$ cat src/rtl/clk_ratio_meter.sv
`default_nettype none
// clk_ratio_meter: measures the period of an asynchronous input in clk cycles,
// reported in 16.8 fixed point as the total cycle count over 2^FRAC_BITS periods.
module clk_ratio_meter #(
  parameter int INT_BITS     = 16,
  parameter int FRAC_BITS    = 8,
  parameter int SYNC_STAGES  = 2,
  parameter int TIMEOUT_BITS = 24
) (
  input  logic                          clk,
  input  logic                          reset,
  input  logic                          start,
  input  logic                          in_sig,
  output logic [INT_BITS+FRAC_BITS-1:0] div_out,
  output logic                          valid,
  output logic                          busy,
  output logic                          timeout
);

  localparam int W = INT_BITS + FRAC_BITS;
  localparam logic [FRAC_BITS:0]    LAST_EDGE = (FRAC_BITS+1)'((2**FRAC_BITS) - 1);
  localparam logic [W-1:0]          ACC_MAX   = '1;
  localparam logic [TIMEOUT_BITS-1:0] TO_LAST = {{(TIMEOUT_BITS-1){1'b1}}, 1'b0};

  typedef enum logic [1:0] {
    IDLE      = 2'd0,
    ARM       = 2'd1,
    MEASURE   = 2'd2,
    DONE_FAIL = 2'd3
  } state_t;

  state_t                  state;
  logic [SYNC_STAGES-1:0]  sync;
  logic                    edge_reg;
  logic                    rise;
  logic [W-1:0]            acc;
  logic [FRAC_BITS:0]      edge_cnt;
  logic [TIMEOUT_BITS-1:0] to_cnt;

  always_ff @(posedge clk or posedge reset) begin
    if (reset) begin
      sync     <= '0;
      edge_reg <= 1'b0;
    end else begin
      sync     <= {sync[SYNC_STAGES-2:0], in_sig};
      edge_reg <= sync[SYNC_STAGES-1];
    end
  end

  assign rise = sync[SYNC_STAGES-1] & ~edge_reg;

  always_ff @(posedge clk or posedge reset) begin
    if (reset) begin
      state    <= IDLE;
      div_out  <= '0;
      valid    <= 1'b0;
      busy     <= 1'b0;
      timeout  <= 1'b0;
      acc      <= '0;
      edge_cnt <= '0;
      to_cnt   <= '0;
    end else begin
      case (state)
        IDLE: begin
          if (start) begin
            state   <= ARM;
            busy    <= 1'b1;
            valid   <= 1'b0;
            timeout <= 1'b0;
            to_cnt  <= '0;
          end
        end
        ARM: begin
          to_cnt <= to_cnt + 1'b1;
          if (rise) begin
            state    <= MEASURE;
            acc      <= '0;
            edge_cnt <= '0;
          end else if (to_cnt == TO_LAST) begin
            state <= DONE_FAIL;
            busy  <= 1'b0;
          end
        end
        MEASURE: begin
          acc <= acc + 1'b1;
          // Overflow wins over a coincident final edge: the sum would wrap.
          if (acc == ACC_MAX) begin
            state <= DONE_FAIL;
            busy  <= 1'b0;
          end else if (rise) begin
            edge_cnt <= edge_cnt + 1'b1;
            if (edge_cnt == LAST_EDGE) begin
              div_out <= acc + 1'b1;
              valid   <= 1'b1;
              busy    <= 1'b0;
              state   <= IDLE;
            end
          end
        end
        DONE_FAIL: begin
          div_out <= '1;
          timeout <= 1'b1;
          valid   <= 1'b0;
          busy    <= 1'b0;
          state   <= IDLE;
        end
        default: state <= IDLE;
      endcase
    end
  end

endmodule
`default_nettype wire

$ cat config.mk
export PLATFORM = sky130hd
export DESIGN_NAME = clk_ratio_meter
export DESIGN_NICKNAME = d
export VERILOG_FILES = /design/src/rtl/clk_ratio_meter.sv
export SDC_FILE = /design/constraint.sdc
export NUM_CORES = 1
export LEC_CHECK = 0
export CAP_MARGIN = 20
export CORE_MARGIN = 5
export CORE_UTILIZATION = 53
export DETAILED_ROUTE_END_ITERATION = 10
export PLACE_DENSITY = 0.81
export SYNTH_ARGS = -nofsm -noshare
export SYNTH_HDL_FRONTEND = slang
export SYNTH_SLANG_ARGS = --single-unit
$ cat constraint.sdc
create_clock -name clk -period 2.7 [get_ports clk]
set_input_delay 0.54 -clock clk [delete_from_list [all_inputs] [get_ports clk]]
set_output_delay 0.54 -clock clk [all_outputs]
set_load 0.02 [all_outputs]
==> flow_summary.toml, run 1 <==
# yosys + openroad results
[worst_setup_path]
cp_cell_sequence = "ha_1 -> and4_1 -> and4bb_1 -> and2_1 -> o311ai_0 -> nand3_1"
cp-end-kind = "flip-flop"
critPathKind = "flip-flop to flip-flop"
max_stage_delay_ps = 470
worst_path_max_delay_cell = "o311ai_0"

[global_route]
grt_max_degree = 90
grt_pass1_wl_mm = 16.9
grt.busiest_layer = "met2"
grt_pass1_vias = 3483
grt_overflow = 0
grtUsageMet1 = 0.300

[final_timing]
hold_viol_final = 0
timing.fmax_ghz = 0.450
fin_tns_setup_ps = 0
post-route-min-period_ps = 2220
slew_violations = 0
worst-slew-pin-transition_ps = 606

[final_layout]
stdcell_count = 581
drive_above_1_share = 0.0714
design_area_mm2 = 0.00506
inverters_excl_clock = 14
nonClockBufferCount = 38
fill_cells = 637
sh_comb_area = 0.408
clk_share = 0.0383

[flow_run]
warning_count = 27

[floorplan]
chip_area_mm2 = 0.0103
initCoreUtil = 0.541

[clock_network]
cts-root-buf = "clkbuf_8"

[logic_synthesis]
syn_avg_cell_area_um2 = 10.0
yosys.area_share.adder = 0.0141
flop_cell = "dfrtp_1"
yosys-top-cells-area = "dfrtp_1, a2bb2oi_1, nand2_1"
synth_xor_xnor_area_share = 0.0495
mux_share = 0.0294
ys_types = 47
most_common_cell = "dfrtp_1"
yosys.area_share.simple = 0.196

[drt]
met1Wirelength_mm = 4.53
drtAntennaViolNets = 0
drc = 0
top_layer = "met4"
vias_per_cell = 5.98

[power_and_ir_drop]
power.total_uw = 3420
peakVddDrop_mv = 0.311

[worst_hold_path]
min_path_cells = 0

[run_status]
outcome = "completed"
run 1: worst max-delay path, delay by kind of cell, from the launching register on:
family,cells,cell delay (ps)
DFF,1,440
and+or+nand+nor,4,870
AOI/OAI and AO/OA,1,470
adders and majority gates,1,280
run 1: placed cells by master (no fill, tap or decap), drive strengths merged, types with 13 or more instances in the layout:
cell and n:
nand3 34, xor2 13, dfrtp 89, a2bb2oi 24
nand2 48, nor2 25, o21ai 35, clkdlybuf4s50 30
a21oi 15, inv 13, mux2i 13
run 1: final timing paths:
check / startpoint / to
min in group asynchronous: reset / edge_cnt[2]$_DFFE_PP0P_
hold / removal: sync[0]$_DFF_PP0_ / sync[1]$_DFF_PP0_
hold reg to reg: sync[0]$_DFF_PP0_ / sync[1]$_DFF_PP0_
setup / recovery: acc[0]$_DFFE_PP0P_ / edge_cnt[7]$_DFFE_PP0P_
setup reg to reg: acc[0]$_DFFE_PP0P_ / edge_cnt[7]$_DFFE_PP0P_
max in group asynchronous: reset / edge_cnt[7]$_DFFE_PP0P_
run 1: where the power goes:
part           switching [µW]  internal, µW  leakage (µW)
clock                     481           428     0.0000994
combinational             556           354      0.000928
sequential                156          1440       0.00109
total                    1190          2230       0.00212
run 1: cell families (layout without fill, tap and decap cells):
group / after synthesis / in the layout
simple gates: 161 / 161
compound gates: 115 / 115
flops: 89 / 89
buf+inv: 34 / 68
xor+xnor: 25 / 25
mux: 13 / 13
fa+ha+maj: 5 / 5
run 1: metrics by stage:
step / hold WS, ps / worst slack (ps)
2_1_floorplan: 331 / 691
3_3_place_gp: 362 / 597
3_5_place_dp: 344 / 548
4_1_cts: 364 / 507
5_1_grt: 377 / 248
6_report: 361 / 480
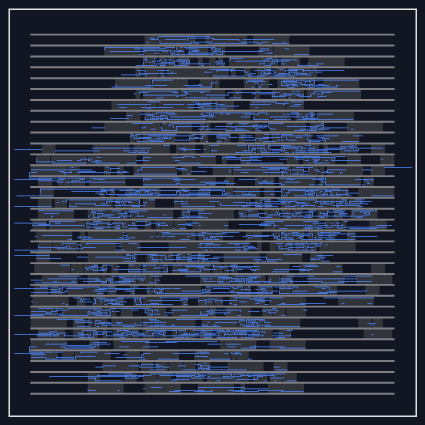
(run_1/met1.png)
(4 px per µm) Supply wires on this layer in grey.
- wire length on this layer: 4530 µm
- longest straight run: 34.5 µm
- main direction: horizontal
- share of all routed wire: 48%

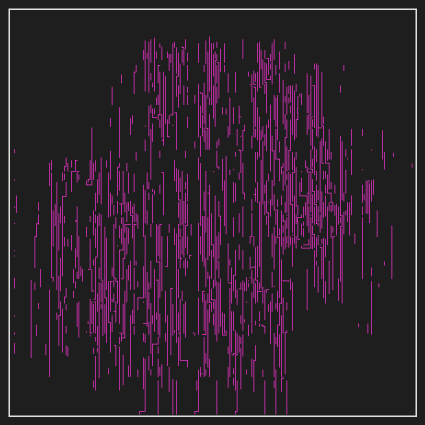
(run_1/met2.png)
(4 px per µm)
- nets with wire on the layer: 401
- longest straight run: 32.0 µm
- main direction: vertical
routed vias: 3475
routing usage on met2: 0.308

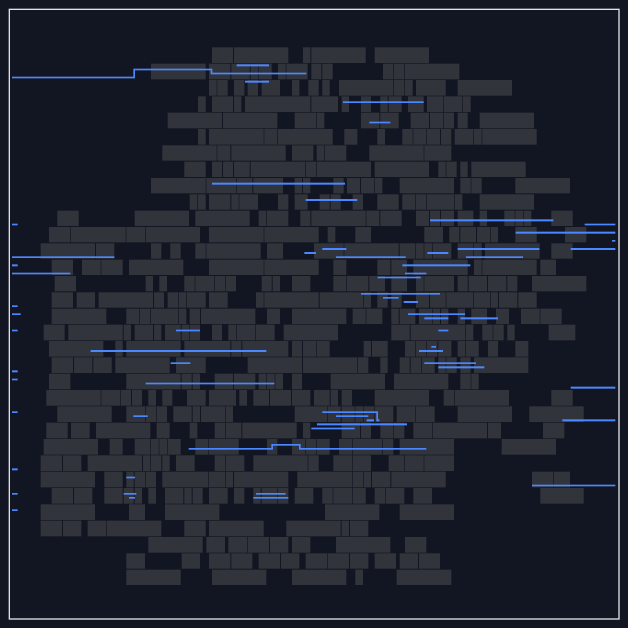
(run_1/met3.png)
(6 px per µm)
- nets with wire on the layer: 52
- longest straight run: 29.0 µm
- main direction: horizontal
Routed WL: 9.51 mm
M3 GR Usage: 0.0475

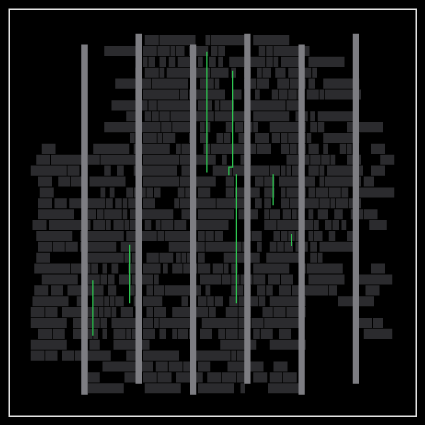
(run_1/met4.png)
(4 px per µm) Supply wires on this layer in grey.
- share of all routed wire: 1.3%
- longest straight run: 32.0 µm
- wire length on this layer: 127 µm
- nets with wire on the layer: 4
- main direction: vertical

--- run 2 (diff from run 1) ---
CORE_UTILIZATION = 55   (was 53)
PLACE_DENSITY = 0.8   (was 0.81)
clock period = 2.2 ns   (was 2.7 ns; I/O delays follow)
==> run 2 against run 1 <==
  * Global-route usage down 0.13 points
  * Maximum frequency grew 6.7%
  * Sequential power grew 21%
  * Die area decreased by 3.3%
  * Critical path depth is the same
  * Cell area grew 2.0%
  * Critical path type unchanged
==> flow_summary.toml, run 2 <==
# yosys + openroad results
[drt]
vias = 3508
drc = 0
routed_wl_mm = 9.28
vias_per_cell = 5.96
drtAntennaViolNets = 0

[worst_setup_path]
crit_start = "acc[0]$_DFFE_PP0P_"
critPathKind = "flip-flop to flip-flop"
r2r-start = "acc[0]$_DFFE_PP0P_"

[global_route]
grt_pass1_wl_mm = 16.6
grt_overflow = 0
grt.busiest_layer = "met2"
grtUsageMet1 = 0.300
grt_use_met2 = 0.304
grt_pass1_vias = 3468
grtUsageMet3 = 0.0456

[logic_synthesis]
most_common_cell = "dfrtp_1"
yosys.area_share.simple = 0.196
synth_xor_xnor_area_share = 0.0495
ys_types = 47
yosys-top-cells-area = "dfrtp_1, a2bb2oi_1, nand2_1"
mux_share = 0.0294

[final_timing]
worst_slack_ps = 118
fin_tns_setup_ps = 0
hold-worst-slack_ps = 345
timing.fmax_ghz = 0.480
post-route-min-period_ps = 2080

[power_and_ir_drop]
p_int_uw = 2750
comb_power_share = 0.286
clkPwrFrac = 0.251
peakVddDrop_mv = 0.388

[run_status]
outcome = "completed"

[flow_run]
warning_count = 27

[final_layout]
lay_top_cells = "dfrtp_1, nand2_1, o21ai_0, nand3_1, clkdlybuf4s50_1"
design_area_mm2 = 0.00516
drive_above_1_share = 0.0965

[clock_network]
cts-root-buf = "clkbuf_8"
==> run 2: through the flow <==
| step | total power [µW] | std cells | utilization |
|---|---|---|---|
| final | 4180 | 589 | 0.664 |
| after global routing | 4430 | 589 | 0.664 |
| after CTS | 4190 | 588 | 0.661 |
| after detailed placement | 3140 | 573 | 0.638 |
| after global placement | 3100 | 573 | 0.638 |
| after floorplan | 2730 | 442 | - |
==> run 2: power by group through the flow <==
stage | Sequential (µW) | Combinational, µW | Clock, µW
global route | 1960 | 1330 | 1150
finish | 1940 | 1190 | 1050
detailed placement | 1960 | 1180 | 0
CTS | 1930 | 1180 | 1070
floorplan | 1970 | 757 | 0
global placement | 1950 | 1150 | 0
==> run 2: worst max-delay path, stage by stage, from the launching register on <==
cell and delay [ps]:
dfrtp_2 440, ha_1 230, and4_1 180, and4bb_1 290
a211o_4 380, or3_1 360, a21oi_1 140
==> run 2: cell type report <==
class	instances	area [µm²]	area share
flip-flops and latches	89	2230	0.432
clock buffers	13	169	0.0327
inverters	14	56.3	0.0109
repair buffers	50	488	0.0946
clock inverters	2	12.5	0.00242
multi-input cells	319	2080	0.403
well taps	102	128	0.0247
==> run 2: path summary, 6_finish.rpt <==
kind | slack [ps] | to | cells past startpoint
worst max-delay path | 120 | edge_cnt[5]$_DFFE_PP0P_ | 6
worst min-delay path | 340 | sync[1]$_DFF_PP0_ | 0
worst max register to register | 120 | edge_cnt[5]$_DFFE_PP0P_ | 6
worst min register to register | 340 | sync[1]$_DFF_PP0_ | 0
max in group asynchronous | 1230 | acc[0]$_DFFE_PP0P_ | 3
min in group asynchronous | 570 | acc[19]$_DFFE_PP0P_ | 3
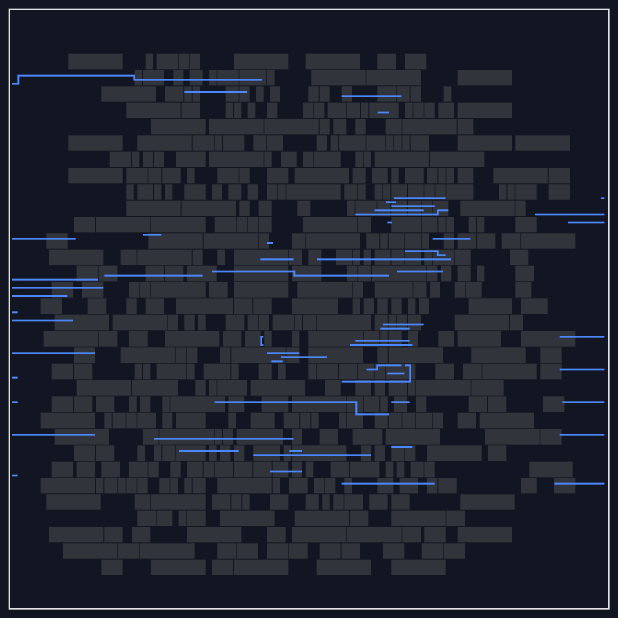
(run_2/met3.png)
(6 px per µm)
- longest straight run: 23.5 µm
- main direction: horizontal
- nets with wire on the layer: 49

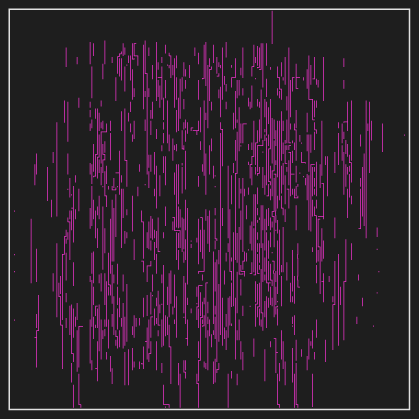
(run_2/met2.png)
(4 px per µm)
- wire length on this layer: 4150 µm
- longest straight run: 50.3 µm
- main direction: vertical
- share of all routed wire: 45%
- nets with wire on the layer: 423

--- run 3 (diff from run 2) ---
CORE_UTILIZATION = 53   (was 55)
MAX_ROUTING_LAYER = met4   (was not set)
PLACE_DENSITY = 0.81   (was 0.8)
clock period = 1.8 ns   (was 2.2 ns; I/O delays follow)
==> run 3 against run 2 <==
  * The run now ends with setup timing left
  * Sequential share of layout area shrank 7.1 points
  * First-iteration DRC count fell by 7.6%
  * Register-to-register slack got worse by 290 ps
  * Critical endpoint is now edge_cnt[7]$_DFFE_PP0P_
==> flow_summary.toml, run 3 <==
# yosys + openroad results
[run_status]
outcome = "complete, but fails checks"
violations = "setup timing"

[final_timing]
hold_viol_final = 0
worst_slack_ps = -174
setup_viol = 37
slew_violations = 0
post-route-min-period_ps = 1970

[global_route]
grtUsageMet3 = 0.0344
grtUsageMet1 = 0.346
grt_pass1_wl_mm = 20.5
grt_use_met2 = 0.408
grt_pass1_vias = 4123

[worst_setup_path]
rrSetupSlack_ps = -170

[logic_synthesis]
most_common_cell = "dfrtp_1"
yosys-top-cells-area = "dfrtp_1, a2bb2oi_1, nand2_1"
yosys.area_share.simple = 0.196
ys_types = 47
flop_cell = "dfrtp_1"
synth_xor_xnor_area_share = 0.0495

[drt]
drc = 0
drtAntennaViolNets = 0

[floorplan]
chip_area_mm2 = 0.0103
initCoreUtil = 0.541

[clock_network]
cts-root-buf = "clkbuf_8"

[final_layout]
drive_above_1_share = 0.321

[power_and_ir_drop]
peakVddDrop_mv = 0.607
power.total_uw = 5780
run 3: power by group:
part,total [µW],internal (µW),switching [µW]
logic,2130,929,1200
clock network,1310,571,736
registers,2340,2170,171
run 3: layout make-up:
type                    count  area, µm²
multi-input cells         319       2430
inverters                  14       56.3
clock inverters             5       30.0
fillers                   490       2000
clock buffers              11        151
repair buffers            119       1150
flip-flops and latches     89       2230
well taps                 105        131
run 3: repair_timing:
item / 4_1_cts / 5_1_grt
setup buffers: 10 / 4
pin swaps: 7 / 25
hold buffers: 0 / 0
cloned: 3 / 1
endpoints found under the setup margin: 54 / 59
resized: 30 / 55
run 3: path summary, 6_finish.rpt:
| check | to | cells past startpoint |
|---|---|---|
| setup / recovery | edge_cnt[7]$_DFFE_PP0P_ | 7 |
| hold / removal | to_cnt[19]$_DFFE_PP0P_ | 2 |
| setup reg to reg | edge_cnt[7]$_DFFE_PP0P_ | 7 |
| hold reg to reg | sync[1]$_DFF_PP0_ | 0 |
| max in group asynchronous | acc[1]$_DFFE_PP0P_ | 3 |
| min in group clk | sync[1]$_DFF_PP0_ | 0 |
run 3: metrics by stage:
stage	hold slack (ps)	worst slack, ps	instance area [µm²]
after floorplan	331	-45.3	4510
after global placement	350	-90.6	5420
after detailed placement	338	-147	5420
after CTS	328	-96.4	5890
after global routing	334	-233	6170
final	325	-174	6170
run 3: critical path: stages, from the launching register on:
cell,delay [ps]
dfrtp_2,430
ha_4,170
and4_1,170
and4bb_2,270
and2_4,170
buf_6,110
o311ai_1,370
nand3_1,140
run 3: cell families (layout without fill, tap and decap cells):
logic type,after synthesis,in the layout
AND-OR/OR-AND,115,115
flip-flops,89,89
multiplexers,13,13
XOR/XNOR,25,25
buffers and inverters,34,149
adder cells (fa/ha/maj),5,5
AND/OR/NAND/NOR,161,161
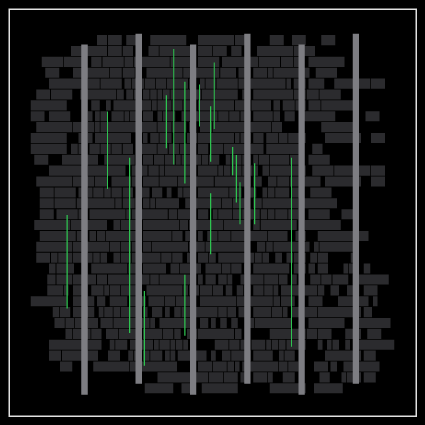
(run_3/met4.png)
(4 px per µm) Supply wires on this layer in grey.
- nets with wire on the layer: 15
- main direction: vertical
- longest straight run: 46.9 µm
routed vias: 4099
Routed WL: 12.9 mm

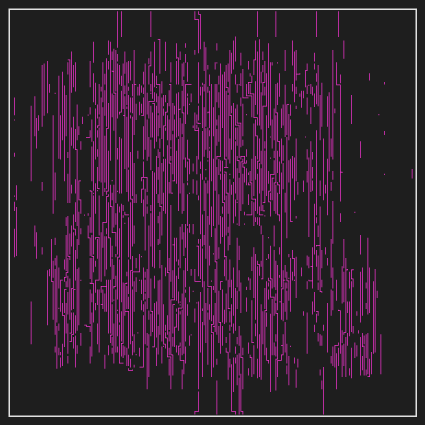
(run_3/met2.png)
(4 px per µm)
- nets with wire on the layer: 527
- main direction: vertical

Power and IR drop assume default switching activity.
